<file path="src/rtl/if_stage_pipe.sv">
// Instruction-fetch stage with IF/ID register, stall hold and four-way next-PC select.
// Optional IF_FLUSH_EN: squash the sequential fetch on a redirect instead of delay-slot semantics.
module if_stage_pipe #(
   parameter int unsigned       ADDR_W   = 32,
   parameter int unsigned       IMEM_AW  = 6,
   parameter logic [ADDR_W-1:0] RESET_PC = '0,
   parameter logic [31:0]       NOP_WORD = 32'h0
) (
   input  logic               clk,
   input  logic               clr,
   input  logic               stall,
   input  logic [1:0]         pcsource,
   input  logic [ADDR_W-1:0]  bpc,
   input  logic [ADDR_W-1:0]  jpc,
   input  logic [ADDR_W-1:0]  rpc,
   output logic [IMEM_AW-1:0] imem_addr,
   input  logic [31:0]        imem_data,
   output logic [ADDR_W-1:0]  pc,
   output logic [ADDR_W-1:0]  id_pc,
   output logic [ADDR_W-1:0]  id_pc4,
   output logic [31:0]        id_inst,
   output logic               id_valid,
   output logic [15:0]        bubble_cnt
);

   localparam logic [ADDR_W-1:0] ALIGN_MASK = ~ADDR_W'(3);

   logic [ADDR_W-1:0] pc4;
   logic [ADDR_W-1:0] target;
   logic [ADDR_W-1:0] next_pc;
   logic              load_bubble;

   assign pc4       = pc + ADDR_W'(4);
   assign imem_addr = pc[IMEM_AW+1:2];

   always_comb begin
      target = rpc;
      case (pcsource)
         2'b01:   target = bpc;
         2'b10:   target = jpc;
         default: target = rpc;
      endcase
      // redirect targets are word-aligned regardless of what ID hands us
      next_pc = (pcsource == 2'b00) ? pc4 : (target & ALIGN_MASK);
   end

`ifdef IF_FLUSH_EN
   assign load_bubble = (pcsource != 2'b00);
`else
   assign load_bubble = 1'b0;
`endif

   always_ff @(posedge clk or posedge clr) begin
      if (clr) begin
         pc         <= RESET_PC;
         id_pc      <= '0;
         id_pc4     <= '0;
         id_inst    <= NOP_WORD;
         id_valid   <= 1'b0;
         bubble_cnt <= '0;
      end else if (!stall) begin
         pc     <= next_pc;
         id_pc  <= pc;
         id_pc4 <= pc4;
         if (load_bubble) begin
            id_inst  <= NOP_WORD;
            id_valid <= 1'b0;
            if (bubble_cnt != 16'hFFFF) bubble_cnt <= bubble_cnt + 16'd1;
         end else begin
            id_inst  <= imem_data;
            id_valid <= 1'b1;
         end
      end
   end

endmodule

</file>
<file path="config.mk">
export PLATFORM = sky130hd
export DESIGN_NAME = if_stage_pipe
export DESIGN_NICKNAME = d
export VERILOG_FILES = /design/src/rtl/if_stage_pipe.sv
export SDC_FILE = /design/constraint.sdc
export NUM_CORES = 1
export LEC_CHECK = 0
export CAP_MARGIN = 30
export CORE_MARGIN = 3
export CORE_UTILIZATION = 35
export CTS_BUF_LIST = sky130_fd_sc_hd__clkbuf_4 sky130_fd_sc_hd__clkbuf_8 sky130_fd_sc_hd__clkbuf_16
export CTS_CLUSTER_SIZE = 40
export DETAILED_ROUTE_END_ITERATION = 10
export DONT_BUFFER_PORTS = 1
export GPL_TIMING_DRIVEN = 0
export PLACE_DENSITY_LB_ADDON = 0.25
export SETUP_SLACK_MARGIN = 0.15
export SLEW_MARGIN = 30
export SYNTH_ARGS = -nofsm -noshare
export SYNTH_HDL_FRONTEND = slang
export SYNTH_SLANG_ARGS = --single-unit
</file>
<file path="constraint.sdc">
create_clock -name clk -period 10.4 [get_ports clk]
set_clock_uncertainty 0.2 [all_clocks]
set_input_delay 1.56 -clock clk [delete_from_list [all_inputs] [get_ports clk]]
set_output_delay 1.56 -clock clk [all_outputs]
set_load 0.05 [all_outputs]
</file>
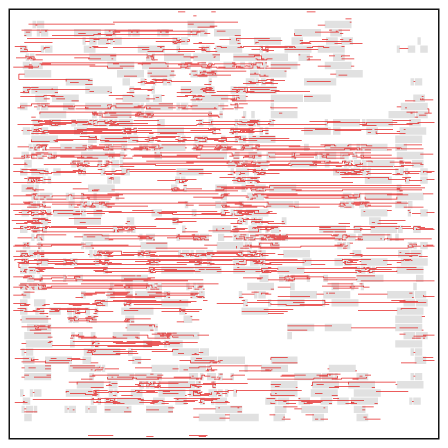
Figure 1: M1 wires.
share of all routed wire: 40%
wire length on this layer: 9,350 um
longest straight run: 74.5 um
main direction: horizontal
vias: 5,310
met1 usage: 28.65%
Routed Wire Length: 23.35 mm

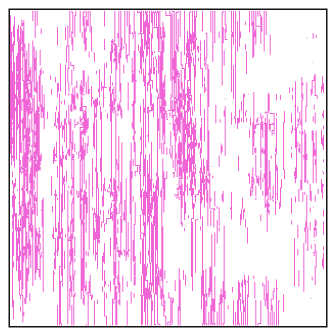
Figure 2: the metal 2 layer.
share of all routed wire: 48%
wire length on this layer: 11,300 um
main direction: vertical
longest straight run: 78.9 um
GRT met2 Usage: 36.82%

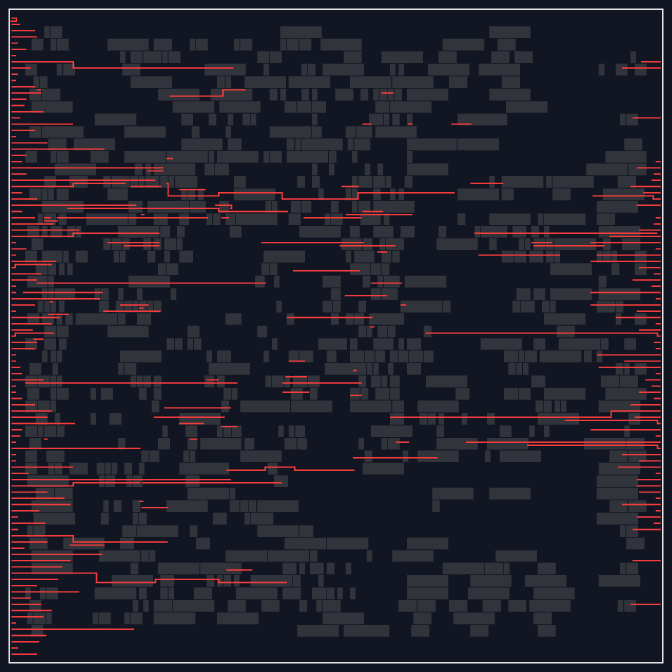
Figure 3: metal 3.
wire length on this layer: 2,190 um
main direction: horizontal
nets with wire on the layer: 202
share of all routed wire: 9.4%
met3 usage in global routing: 7.897%

==> Slide: Implementation Results <==
Physical Implementation Snapshot

Worst setup path
  • CP Class: input pin to register
  • R2r setup slk: about 7.5 ns
  • Crit path launch: pcsource[0]
  • Critical Path Stages: 8
  • Worst-path cell chain: inv_1 -> ha_1 -> clkbuf_1 -> clkbuf_1 -> buf_1 -> a21oi_1 -> a22oi_1 -> o311ai_2
  • Critical path buffers and inverters: 4
  • CP Max Fanout: 10
  • CP startpoint kind: input pin
  • CP Data Required Time: 10.46 ns
  • CP max stage cell: buf_1
  • R2R Path Start: pc[3]
  • Dominant delay contributor by cell family on the critical path: buffers and inverters

Cells and area
  • FF/Latch Area: 3078 um^2
  • FILL cells: 1,778
  • Most frequent logic cell in the layout: dfrtp_1
  • Most numerous logic cells after layout: 123 x dfrtp_1, 64 x nand2_1, 54 x mux2_2, 43 x nor2_1, 39 x a21oi_1
  • Antenna diodes: 0
  • Non-clock buffer count: 84
  • Invs w/o clock: 14
  • Clk tree area frac: 8.229%
  • Final core area utilization: between 40% and 50%
  • Largest Register: id_inst
  • Area-dominant class: sequential cells
  • MI comb area: 2997 um^2

Clocking
  • Clk_lat worst skew: 0.42 ns
  • Hold bufs inserted after CTS: 0
  • Reg clk slew, reported paths: approximately 0.050 ns
  • Cts bufs inserted: 17
  • Post-CTS setup buffers: 0
  • Clock sinks: approximately 120

Run
  • Log Warnings: 34
  • Max-cap violations: 0

Outcome
  • Status: completed

Timing
  • RSZ-0062 raised after global routing: no
  • FMAX: roughly 0.27 GHz
  • Min Tclk post-route: 3.647 ns
  • Post-layout period usage: around a third
  • Worst Slack Setup Final: 6.753 ns
  • Final setup TNS: 0 ns
  • Max-slew violations: 0

Detailed routing
  • Top Layer Used: met5
  • Post-route DRC: 0
  • DR vias/cell: ~5.6
  • ANT nets after route: 0
  • DRT Pass-1 Iters: 5
  • Met1 WL: 9.351 mm
  • WL met2: 11.30 mm

GRT
  • Largest net degree at the start of global routing: 88
  • Vias in the first global route: 5,357
  • Top Usage Layer GRT: met2
  • First-pass GRT wire length: around 34 mm
  • Gr ovfl total: 0
  • GRT Overall Usage: 22.75%

Synthesis
  • Post-synth regs: 123
  • Top-count cell post-synth: dfrtp_1
  • Top cells by count: 123 x dfrtp_1, 64 x nand2_1, 54 x mux2_2, 43 x nor2_1, 39 x a21oi_1
  • Dominant cell area share: 47.41%
  • Cell type with the largest total area: dfrtp_1
  • Chip Area, Yosys: 6492 um^2
  • Number of enable flip-flop cells: 0
  • Synth unique cells: 52
  • Ys flop type: dfrtp_1
  • YS warnings: 0

Pwr
  • Biggest consumer: sequential cells
  • P_clk: between 0.6 and 0.7 mW
  • Flop pwr share: 50.0%
  • Power Internal: 1.075 mW
  • NetSw: 0.7567 mW
  • Clock power share: 34.4%

Placement
  • DPL Wire Length: about 18 mm
  • GPL Wtd Cong: 0.8626

Die
  • Tap Count: 229
  • Row count: 49
  • Die area: between 20,000 and 25,000 um^2
  • DIE WIDTH: 142.2 um
stage by stage:
stage / total power [mW] / cells / hold slack (ns) / area [um^2]
after CTS: 1.848 / 940 / 0.6033 / 7511
after detailed placement: 1.212 / 910 / 0.5947 / 6893
after global placement: 1.203 / 909 / 0.5940 / 6858
after floorplan: 1.114 / 680 / 0.5619 / 6571
final: 1.831 / 940 / 0.5983 / 7511
after global routing: 1.903 / 940 / 0.6277 / 7511
cell families (layout without fill, tap and decap cells):
group / Yosys count / after routing / share of synthesized area (%)
compound gates: 172 / 172 / 16.61
xor+xnor: 28 / 28 / 3.777
fa+ha+maj: 4 / 4 / 0.7709
buf+inv: 97 / 128 / 7.651
flops: 123 / 123 / 47.41
mux: 57 / 57 / 9.828
other cells: 1 / 22 / 0.05776
simple gates: 177 / 177 / 13.89
Power figures rest on the tool's default switching activity, not on a simulated workload.
